<file path="src/rtl/key_schedule_loop.sv">
// key_schedule_loop
//   RC4 key-scheduling second loop. It expects an S-RAM that already holds
//   s[i] = i and performs the keyed shuffle for i = 0..255:
//     j = j + s[i] + key[i mod KEY_BYTES];  swap(s[i], s[j])
//   A single shared S-RAM port is used for all reads and writes. Reads take
//   RD_WAIT wait states between presenting an address and sampling s_ram_q.
//
// Optional build macro:
//   SKIP_SELF_SWAP_EN - when defined, an iteration with j == i skips both
//                       writes and goes straight to CHECK (10 cycles instead
//                       of 14 at RD_WAIT = 2).
//
// Ports:
//   clk        - system clock, rising edge
//   reset      - asynchronous active-high reset
//   start      - begin a shuffle; sampled only in IDLE
//   secret_key - key bytes, byte0 in the top byte; hold stable while busy
//   s_ram_q    - S-RAM read data
//   s_address  - S-RAM address
//   s_data     - S-RAM write data
//   s_wren     - S-RAM write enable (high only in WR_I / WR_J)
//   finish     - one-cycle done pulse (FINISH state)
module key_schedule_loop #(
  parameter int KEY_BYTES = 3,
  parameter int RD_WAIT   = 2
) (
  input  logic                   clk,
  input  logic                   reset,
  input  logic                   start,
  input  logic [8*KEY_BYTES-1:0] secret_key,
  input  logic [7:0]             s_ram_q,
  output logic [7:0]             s_address,
  output logic [7:0]             s_data,
  output logic                   s_wren,
  output logic                   finish
);

  localparam int KW = (KEY_BYTES > 1) ? $clog2(KEY_BYTES) : 1;
  localparam int WW = (RD_WAIT > 1) ? $clog2(RD_WAIT) : 1;
  localparam logic [KW-1:0] KIDX_LAST = KW'(KEY_BYTES - 1);
  localparam logic [WW-1:0] WAIT_LAST = WW'(RD_WAIT - 1);

  typedef enum logic [3:0] {
    S_IDLE, S_REQ_I, S_WAIT_I, S_READ_I, S_COMP_J, S_REQ_J, S_WAIT_J,
    S_READ_J, S_PRE_WR_I, S_WR_I, S_PRE_WR_J, S_WR_J, S_CHECK, S_FINISH
  } state_t;

  state_t          state, next;
  logic [7:0]      i, j, si, sj;
  logic [KW-1:0]   kidx;
  logic [WW-1:0]   wait_cnt;
  logic [7:0]      key_byte;

  // Key byte select: kidx is a wrap-around counter, so a plain mux suffices.
  always_comb begin
    key_byte = '0;
    for (int k = 0; k < KEY_BYTES; k++)
      if (kidx == KW'(k)) key_byte = secret_key[8*(KEY_BYTES-1-k) +: 8];
  end

  // State register
  always_ff @(posedge clk or posedge reset) begin
    if (reset) state <= S_IDLE;
    else       state <= next;
  end

  // Next-state logic
  always_comb begin
    next = state;
    case (state)
      S_IDLE:     if (start) next = S_REQ_I;
      S_REQ_I:    next = (RD_WAIT > 0) ? S_WAIT_I : S_READ_I;
      S_WAIT_I:   if (wait_cnt == WAIT_LAST) next = S_READ_I;
      S_READ_I:   next = S_COMP_J;
      S_COMP_J:   next = S_REQ_J;
      S_REQ_J:    next = (RD_WAIT > 0) ? S_WAIT_J : S_READ_J;
      S_WAIT_J:   if (wait_cnt == WAIT_LAST) next = S_READ_J;
`ifdef SKIP_SELF_SWAP_EN
      S_READ_J:   next = (j == i) ? S_CHECK : S_PRE_WR_I;
`else
      S_READ_J:   next = S_PRE_WR_I;
`endif
      S_PRE_WR_I: next = S_WR_I;
      S_WR_I:     next = S_PRE_WR_J;
      S_PRE_WR_J: next = S_WR_J;
      S_WR_J:     next = S_CHECK;
      S_CHECK:    next = (i == 8'hFF) ? S_FINISH : S_REQ_I;
      S_FINISH:   next = S_IDLE;
      default:    next = S_IDLE;
    endcase
  end

  // Output decode
  always_comb begin
    s_wren = (state == S_WR_I) || (state == S_WR_J);
    finish = (state == S_FINISH);
  end

  // Wait-state counter, cleared outside the wait states
  always_ff @(posedge clk or posedge reset) begin
    if (reset)
      wait_cnt <= '0;
    else if ((state == S_WAIT_I || state == S_WAIT_J) && wait_cnt != WAIT_LAST)
      wait_cnt <= wait_cnt + 1'b1;
    else
      wait_cnt <= '0;
  end

  // Datapath. Write address/data are loaded on the edge that enters each
  // PRE_WR state so they are stable across both PRE_WR and WR; the write
  // data for s[i] is taken straight from s_ram_q in the same edge that
  // captures sj.
  always_ff @(posedge clk or posedge reset) begin
    if (reset) begin
      i         <= '0;
      j         <= '0;
      kidx      <= '0;
      si        <= '0;
      sj        <= '0;
      s_address <= '0;
      s_data    <= '0;
    end else begin
      case (state)
        S_IDLE: begin
          i    <= '0;
          j    <= '0;
          kidx <= '0;
        end
        S_REQ_I:  s_address <= i;
        S_READ_I: si <= s_ram_q;
        S_COMP_J: j <= j + si + key_byte;
        S_REQ_J:  s_address <= j;
        S_READ_J: begin
          sj        <= s_ram_q;
          s_address <= i;
          s_data    <= s_ram_q;
        end
        S_WR_I: begin
          s_address <= j;
          s_data    <= si;
        end
        S_CHECK: begin
          // i stops at 255; FINISH follows, so i never wraps within a run
          if (i != 8'hFF) begin
            i    <= i + 1'b1;
            kidx <= (kidx == KIDX_LAST) ? '0 : kidx + 1'b1;
          end
        end
        default: ;
      endcase
    end
  end

endmodule
</file>
<file path="config.mk">
export PLATFORM = sky130hd
export DESIGN_NAME = key_schedule_loop
export DESIGN_NICKNAME = d
export VERILOG_FILES = /design/src/rtl/key_schedule_loop.sv
export SDC_FILE = /design/constraint.sdc
export NUM_CORES = 1
export LEC_CHECK = 0
export ABC_AREA = 1
export CORE_MARGIN = 2
export CORE_UTILIZATION = 57
export CTS_CLUSTER_SIZE = 28
export DETAILED_ROUTE_END_ITERATION = 16
export PLACE_DENSITY = 0.95
export SETUP_SLACK_MARGIN = 0.5
export SLEW_MARGIN = 20
export SYNTH_ARGS = -nofsm -noshare
export SYNTH_HDL_FRONTEND = slang
export SYNTH_SLANG_ARGS = --single-unit
</file>
<file path="constraint.sdc">
create_clock -name clk -period 7.6 [get_ports clk]
set_clock_uncertainty 0.2 [all_clocks]
set_input_delay 1.9 -clock clk [delete_from_list [all_inputs] [get_ports clk]]
set_output_delay 1.9 -clock clk [all_outputs]
set_load 0.03 [all_outputs]
</file>
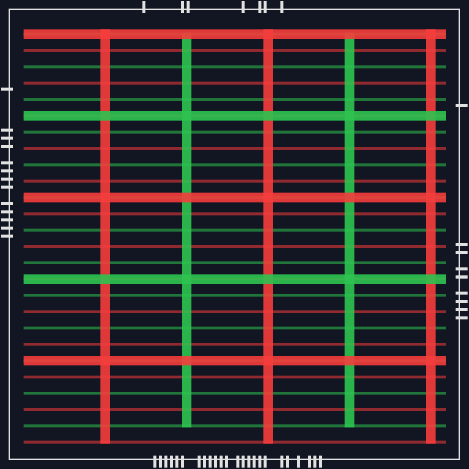
(supply network)
(6 px per um) Pins as bars on the die edge.
| color | net |
|---|---|
| red | VSS |
| green | VDD |
met5 straps: 5
signal pins: 53
met1 rails: 26
met4 straps: 5
rows: 25
total core area: 0.004786 sq mm
maximum VDD drop: 235.9 uV
chip width: 74.76 um
die height: 74.76 um

==> run_results.csv <==
group,metric,value,unit
cells_and_area,comb_area,0.001439,sq mm
global_route,grt_use_total,0.2754,
detailed_routing,drc,0,
detailed_routing,detail_route.wl_per_cell,14.32,um
global_route,grt_pass1_wl,11.60,mm
timing,min_period_over_period,0.5505,
detailed_routing,avgViaCountPerCell,5.473,
flow_run,warnings,26,
detailed_routing,drt_iter0_markers,183,
synthesis,ys_sh_simple,0.2692,
cells_and_area,inv_count,56,
power_and_ir_drop,powerDensity,404.4,mW/mm^2
global_route,grt_max_degree,48,
synthesis,edf_count,0,
critical_path,crit_type,"in -> reg",
critical_path,start_kind,"input port",
clocking,h-tree-depth,2,
status,status,"completed",
critical_path,crit_required,7590,ps
place,numPortBuffers,52,
critical_path,critPathLaunch,"secret_key[17]",
synthesis,synth_top_cell_by_area,"dfrtp_1",
power_and_ir_drop,internal-power,0.0007305,W
synthesis,ys_top_cells_by_count,"98 x nand2_1, 47 x dfrtp_1, 47 x inv_1, 24 x nand3_1, 24 x o21ai_0",
power_and_ir_drop,leakage,1.697,nW
global_route,first_global_vias,2682,
cells_and_area,logic_gate_count,251,
timing,worstMarginPinSlew,940.1,ps
clocking,cts_setup_buffers,0,
cells_and_area,nonClkBufAreaFrac,0.1478,
cells_and_area,sh_seq_area,0.3339,
cells_and_area,fin_cells,480,
synthesis,logic_family,"simple AND/OR/NAND/NOR gates",
floorplan,ios,53,
clocking,cts_buffer_depth,2,
critical_path,timing.reg2reg.setup_slack,4490,ps
synthesis,ys_cells,357,
cells_and_area,syn_to_final_growth,23.41,%
critical_path,cp_max_fo,4,
timing,min_period,4184,ps
synthesis,syn_inst,357,
global_route,grt_overflow,0,
timing,fmax,0.2390,GHz
cells_and_area,fin_nets,463,
synthesis,synthArstFlopShare,1.000,
timing,finalSetupTns,0,ps
timing,hold_violations,0,
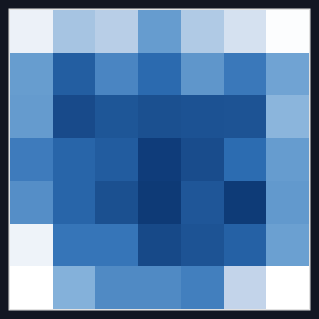
(cell density map)
(4 px per um) The die is cut into 7 by 7 equal tiles; white is low, dark blue is high, 0 to 100% covered.
tiles over 75% full: 41%
mean over tiles: 62%
fullest tile: 96%
nearly empty tiles: 6.1%
Core Util, Final: 0.7359
initial core utilization: 0.5963

[power groups by stage]
| stage | sequential, W | clock, W | combinational [W] |
|---|---|---|---|
| after floorplan | 0.000464 | 0 | 0.000562 |
| after global placement | 0.000422 | 0 | 0.000790 |
| after detailed placement | 0.000427 | 0 | 0.000836 |
| after CTS | 0.000423 | 0.000155 | 0.000844 |
| after global routing | 0.000436 | 0.000165 | 0.000945 |
| final | 0.000425 | 0.000154 | 0.000846 |
[cells in the final DEF, fill, tap and decap left out, types with 7 or more instances in the layout]
cell type        netlist  layout
nand2_1               98      98
clkdlybuf4s50_1        0      52
dfrtp_1               47      47
inv_1                 47      46
o21ai_0               24      24
nand3_1               24      24
nor2_1                22      22
o21ai_1               12      12
o22ai_1                8       8
nor3_1                 8       8
fa_1                   8       8
inv_2                  6       7
ha_1                   7       7
[path summary, 6_finish.rpt]
check / endpoint / cells after the start
worst max-delay path: j[3] / 9
worst min-delay path: wait_cnt / 1
worst min register to register: wait_cnt / 1
worst max register to register: j[7] / 14
max in group asynchronous: j[5] / 2
min in group asynchronous: i[3] / 2
[flip-flops by register name, summed over array words and instances, names as in the netlist]
name	count
i	8
j	8
kidx	2
s_address	8
s_data	8
si	8
state	4
wait_cnt	1
[through the flow]
step	hold WS, ps	total power [W]	setup WS (ps)	util
2_1_floorplan	192.9	0.001026	3617	-
3_3_place_gp	214.4	0.001212	3139	0.7176
3_5_place_dp	214.3	0.001263	3117	0.7176
4_1_cts	228.4	0.001422	3435	0.7359
5_1_grt	253.1	0.001547	3313	0.7359
6_report	226.6	0.001424	3416	0.7359
[layer usage]
metal  routed length [um]  vias up  global-route usage
met5                    0        -                   0
met4                  136        0             0.08730
met3                  253       20             0.05355
met2                 3645       86              0.5123
met1                 2838     1249              0.3185
li1                     -     1272                   -
Power figures rest on the tool's default switching activity, not on a simulated workload.
